## src/rtl/serial_frame_rx.sv

```systemverilog
// Asynchronous serial frame receiver: start-bit hunt, mid-bit sampling on an oversample
// strobe, LSB-first assembly, optional parity, stop check, one-entry valid/ready output.
`timescale 1ns/1ps
module serial_frame_rx #(
  parameter int DATA_WIDTH = 8,
  parameter int OVERSAMPLE = 16,
  parameter int PARITY_EN  = 0,
  parameter int PARITY_ODD = 0
) (
  input  logic                  clk_i,
  input  logic                  rst_i,
  input  logic                  clr_i,
  input  logic                  tick_i,
  input  logic                  rx_i,
  output logic [DATA_WIDTH-1:0] data_o,
  output logic                  valid_o,
  input  logic                  ready_i,
  output logic                  frame_err_o,
  output logic                  parity_err_o,
  output logic                  overrun_o,
  output logic                  busy_o
);

  localparam int TW = $clog2(OVERSAMPLE);
  localparam int BW = $clog2(DATA_WIDTH + 1);
  localparam logic [TW-1:0] MID_TICK  = TW'(OVERSAMPLE / 2 - 1);
  localparam logic [TW-1:0] LAST_TICK = TW'(OVERSAMPLE - 1);
  localparam logic [BW-1:0] LAST_BIT  = BW'(DATA_WIDTH - 1);
  localparam logic          ODD       = (PARITY_ODD != 0);

  typedef enum logic [2:0] {IDLE, START, DATA, PARITY, STOP, BREAK} state_t;

  state_t                state_q, state_d;
  logic [TW-1:0]         tick_q, tick_d;
  logic [BW-1:0]         bit_q, bit_d;
  logic [DATA_WIDTH-1:0] shreg_q, shreg_d;
  logic                  perr_q, perr_d;
  logic                  complete;

  always_comb begin
    state_d  = state_q;
    tick_d   = tick_q;
    bit_d    = bit_q;
    shreg_d  = shreg_q;
    perr_d   = perr_q;
    complete = 1'b0;
    if (tick_i) begin
      unique case (state_q)
        IDLE: begin
          // The detection tick is tick 0, so START continues counting from 1.
          if (!rx_i) begin
            state_d = START;
            tick_d  = TW'(1);
            perr_d  = 1'b0;
          end
        end
        START: begin
          if (tick_q == MID_TICK) begin
            tick_d  = '0;
            bit_d   = '0;
            state_d = rx_i ? IDLE : DATA;
          end else begin
            tick_d = tick_q + 1'b1;
          end
        end
        DATA: begin
          if (tick_q == LAST_TICK) begin
            tick_d  = '0;
            shreg_d = {rx_i, shreg_q[DATA_WIDTH-1:1]};
            bit_d   = bit_q + 1'b1;
            if (bit_q == LAST_BIT) state_d = (PARITY_EN != 0) ? PARITY : STOP;
          end else begin
            tick_d = tick_q + 1'b1;
          end
        end
        PARITY: begin
          if (tick_q == LAST_TICK) begin
            tick_d  = '0;
            perr_d  = (^shreg_q) ^ rx_i ^ ODD;
            state_d = STOP;
          end else begin
            tick_d = tick_q + 1'b1;
          end
        end
        STOP: begin
          if (tick_q == LAST_TICK) begin
            tick_d   = '0;
            complete = 1'b1;
            state_d  = rx_i ? IDLE : BREAK;
          end else begin
            tick_d = tick_q + 1'b1;
          end
        end
        BREAK: begin
          if (rx_i) state_d = IDLE;
        end
        default: state_d = IDLE;
      endcase
    end
  end

  always_ff @(posedge clk_i or posedge rst_i) begin
    if (rst_i) begin
      state_q <= IDLE;
      tick_q  <= '0;
      bit_q   <= '0;
      shreg_q <= '0;
      perr_q  <= 1'b0;
    end else if (clr_i) begin
      state_q <= IDLE;
      tick_q  <= '0;
      bit_q   <= '0;
      shreg_q <= '0;
      perr_q  <= 1'b0;
    end else begin
      state_q <= state_d;
      tick_q  <= tick_d;
      bit_q   <= bit_d;
      shreg_q <= shreg_d;
      perr_q  <= perr_d;
    end
  end

  // Output register: a completion while an unaccepted word is held is dropped and flagged.
  always_ff @(posedge clk_i or posedge rst_i) begin
    if (rst_i) begin
      data_o       <= '0;
      valid_o      <= 1'b0;
      frame_err_o  <= 1'b0;
      parity_err_o <= 1'b0;
      overrun_o    <= 1'b0;
    end else if (clr_i) begin
      data_o       <= '0;
      valid_o      <= 1'b0;
      frame_err_o  <= 1'b0;
      parity_err_o <= 1'b0;
      overrun_o    <= 1'b0;
    end else begin
      overrun_o <= 1'b0;
      if (complete) begin
        if (!valid_o || ready_i) begin
          data_o       <= shreg_q;
          frame_err_o  <= ~rx_i;
          parity_err_o <= perr_q;
          valid_o      <= 1'b1;
        end else begin
          overrun_o <= 1'b1;
        end
      end else if (valid_o && ready_i) begin
        valid_o <= 1'b0;
      end
    end
  end

  assign busy_o = (state_q != IDLE);

endmodule
```

## config.mk

```make
export PLATFORM = sky130hd
export DESIGN_NAME = serial_frame_rx
export DESIGN_NICKNAME = d
export VERILOG_FILES = /design/src/rtl/serial_frame_rx.sv
export SDC_FILE = /design/constraint.sdc
export NUM_CORES = 1
export LEC_CHECK = 0
export ABC_AREA = 0
export CORE_MARGIN = 2
export CORE_UTILIZATION = 40
export CTS_BUF_LIST = sky130_fd_sc_hd__clkbuf_2
export DETAILED_ROUTE_END_ITERATION = 6
export PLACE_DENSITY_LB_ADDON = 0.05
export SYNTH_ARGS = -nofsm -noshare
export SYNTH_HDL_FRONTEND = slang
export SYNTH_SLANG_ARGS = --single-unit
```

## constraint.sdc

```tcl
create_clock -name clk_i -period 1.75 [get_ports clk_i]
set_input_delay 0.35 -clock clk_i [delete_from_list [all_inputs] [get_ports clk_i]]
set_output_delay 0.35 -clock clk_i [all_outputs]
set_load 0.05 [all_outputs]
```

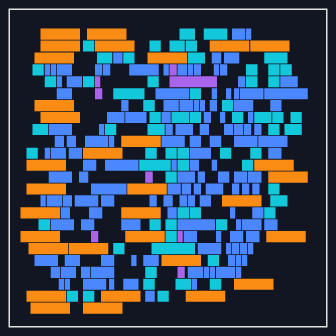
(images/cell_classes.png)
blue -> all other logic  # cells 140, share of their area 44%
orange -> flip-flops  # cells 32, share of their area 31%
cyan -> other buffers and delay cells  # cells 65, share of their area 23%
purple -> clock drivers and dummy loads  # cells 8, share of their area 2.4%

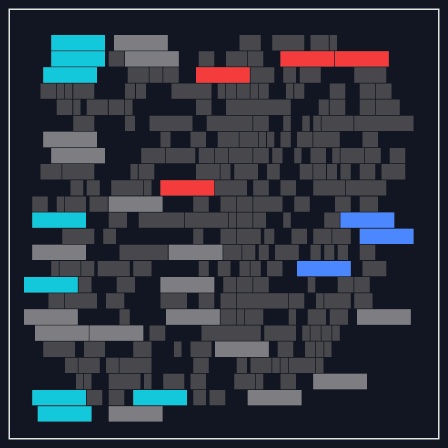
(images/registers.png)
Other sequential cells in the stronger grey, the rest of the logic in the fainter grey.
cyan -> data_o  # flops 8
blue -> state_q  # flops 3
red -> tick_q  # flops 4
not coloured = 17

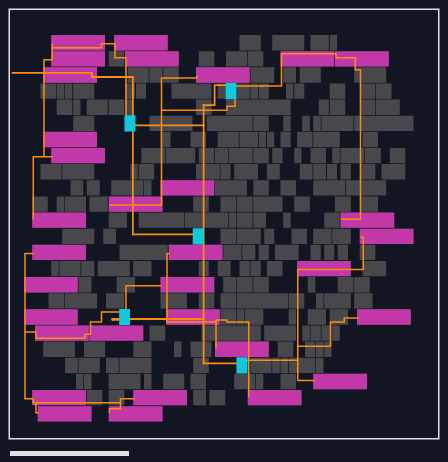
(images/clock_map.png)
The bar under the picture is 20 um long.
cyan -> cells driving clock nets  # count 5
orange -> clock wires  # length 510 um
magenta -> flip-flops  # count 32
flops lie = spread over the die

==> results.tsv <==
stage	metric	value	unit
global_routing	grt_antenna_before_repair	0	
sta	finalMaxSlewViolations	0	
cells_and_area	largest_class	multi-input combinational cells	
pwr	power-per-cell-area	609	mW/mm2
cells_and_area	post_route_cells_drive_above_1_share	0.408	
drt	drc	0	
cells_and_area	layout_top_cell	buf_4	
synthesis	synth.largest_area_cell	dfrtp_1	
worst_setup_path	crit_path_start_kind	register	
cells_and_area	logic_gates	131	
cells_and_area	sh_comb_area	0.416	
floorplan	tap-cell-count	52	
synthesis	netlist_top_cells_area	dfrtp_1 43%, mux2_2 5.5%, mux2i_1 5.4%, nor2_1 4.2%, nor2b_1 3.4%	
cells_and_area	n_clock_buffer	5	
cells_and_area	area.share.sequential	0.303	
floorplan	core_util_floorplan	0.421	
sta	worst_hold_slack	293	ps
flow_run	warnings	28	
floorplan	area_of_the_chip	0.00521	mm2
worst_setup_path	end_kind	primary output	
worst_setup_path	path_common_cell	buf_8	
sta	finalSetupViolations	26	
worst_setup_path	reg2regPathDepth	7	
pwr	irDropWorstVdd	0.345	mV
clock_network	number_of_levels_the_h_tree_was_split_into	2	
clock_network	clockRootBuffer	clkbuf_2	
global_routing	overflow	0	
placement	placed_area	0.00225	mm2
flow_run	maxCapViolations	0	
sta	setup_ws_post_layout	-183	ps
floorplan	fp.dieH	72.2	um
cells_and_area	most-common-layout-cells	49 x buf_4, 32 x dfrtp_1, 18 x nor2_1	
sta	finalClockSkew	36.8	ps
synthesis	synth_cell_type_count	50	
worst_setup_path	cpLargestDelayFamily	flip-flops	
synthesis	synthCells	184	
global_routing	wire_length_of_the_first_global_routing_pass	7830	um
worst_setup_path	crit_path_start	state_q[1]	
sta	tightest_slew	423	ps
cells_and_area	comb_gate_area	0.00110	mm2
cells_and_area	final_util	0.599	
pwr	totalPowerFinal	1.61	mW
worst_setup_path	worst_r2r_end	tick_q[3]	
cells_and_area	non_clock_buffer_share_of_cell_area	0.220	
global_routing	busiest_layer	met2	
drt	routed-via-count	1624	
cells_and_area	biggestRegsByFlops	data_o: 8 flops, shreg_q: 8 flops	
hold_path	hold_class	input port to async pin	
cells_and_area	nNetsFinal	252	
clock_network	total_cts_buffers	5	
synthesis	yosys.stat.chipArea	0.00186	mm2
cells_and_area	seqCellArea	801	um2
placement	worst_case_setup_slack_after_placement	-292	ps
synthesis	post_synth_mux_area_share	0.108	
cells_and_area	antenna_cells_inserted	0	
worst_setup_path	timing.critical_path.slowest_stage_cell	dfrtp_1	
sta	final_min_period	1930	ps
global_routing	use_met3	0.0417	
global_routing	grt.met2_usage	0.341	
synthesis	yosysSeqAreaShare	0.431	
drt	wl_per_cell	16.6	um
clock_network	holdBufCountCts	0	
cells_and_area	layout.cell_area.non_filler	0.00265	mm2
clock_network	post_cts_resized	24	
worst_setup_path	setup.worst_path.class	register to primary output	
sta	final_worst_path_cycle_share	1.10	
placement	routability_congestion_estimate_from_global_placement	0.832	
drt	wl_met2	2540	um
cells_and_area	clkCellAreaFrac	0.0237	
sta	totalNegativeSetupSlack	-2360	ps
synthesis	ys_sh_aoi	0.155	
synthesis	adder_share_synth	0.0135	
global_routing	global_route_total_usage_across_every_layer	0.197	
worst_setup_path	timing.critical_path.arrival	1580	ps
cells_and_area	num-fill-cells	392	
synthesis	netlist.area_leader.share	0.431	
clock_network	insertion_delay	400	ps
drt	dr.first_iter.drc_count	91	
worst_setup_path	path_length_in_cells_of_the_critical_path	4	
worst_setup_path	required	1400	ps
outcome	result_of_the_run	finished with violations	
synthesis	synth_flops	32	
cells_and_area	final-instance-count-excl-fill	297	
worst_setup_path	reg2reg_from	state_q[1]	
placement	dp_cells	271	
cells_and_area	flop-count	32	
cells_and_area	area_delta_synth_final	42.4	%
clock_network	clock_tree_from_tritoncts	built	
sta	max_freq	517	MHz
pwr	power.leakage	1.20	nW
global_routing	met1_usage	0.246	
synthesis	top_logic_kind	simple AND/OR/NAND/NOR gates	
synthesis	yosys-stat-cells	184	
floorplan	die_width	72.2	um
drt	vias_per_cell	5.47	
drt	route.layer.met1.wl	2110	um
floorplan	rows	24	
synthesis	post_synth_instance_area	0.00186	mm2
worst_setup_path	path_cells	buf_6 -> buf_8 -> or3_4 -> buf_8	
clock_network	numClockSinks	32	
drt	top_layer_used_by_detailed_routing	met4	
synthesis	synthesis.yosys.warnings	0	
drt	route.antenna.remaining_nets	0	
clock_network	cts_buffer_depth	2	
outcome	violations	negative setup slack	
floorplan	ioPinCount	19	
global_routing	largest_net_degree_at_the_start_of_global_routing	33	
clock_network	post_cts_buffers	8	
sta	hold_viol_final	0	
placement	hpwl	3230	um
synthesis	postSynthNetCount	192	
sta	rsz0062_at_grt	yes	
cells_and_area	final.signal_buffer_count	65	
synthesis	synthSimpleGateAreaFrac	0.198	
clock_network	clkSlewWorstSetupHoldPaths	200	ps
drt	route.final.wire_length	4930	um
synthesis	xor_area_frac	0.0404	
cells_and_area	final.signal_inverter_count	9	
worst_setup_path	reg2reg_setup_slack	-160	ps
floorplan	floorplan.core_area	0.00441	mm2
worst_setup_path	crit_fanout	2	
sta	relSlewSlack	0.718	
drt	drt-pass1-iter-count	4	
placement	placement.io_buffers	18	
==> report_power, final <==
part / internal (mW) / total (mW) / switching (mW)
logic: 0.172 / 0.328 / 0.156
clock network: 0.233 / 0.514 / 0.281
registers: 0.753 / 0.767 / 0.0143
==> synthesized netlist by cell type (all sizes together) <==
master,count
clkbuf,5
nor2,21
and2,1
a311oi,1
a211o,1
a32o,2
o31ai,2
a31oi,4
and3,2
a2111oi,2
buf,7
xnor2,6
nand2,9
mux2,9
nand3b,2
nor4b,1
nor3b,2
or3,1
o22ai,1
dfrtp,32
or4b,1
or3b,1
ha,2
a21oi,5
o21ai,6
a211oi,2
a22oi,1
inv,9
nor2b,10
o2111ai,1
xnor3,1
nor3,3
and3b,1
nand4,1
a22o,2
nand3,8
a221oi,1
mux2i,10
o311ai,2
nand2b,3
and4,1
o211ai,1
a31o,1
Power figures rest on the tool's default switching activity, not on a simulated workload.
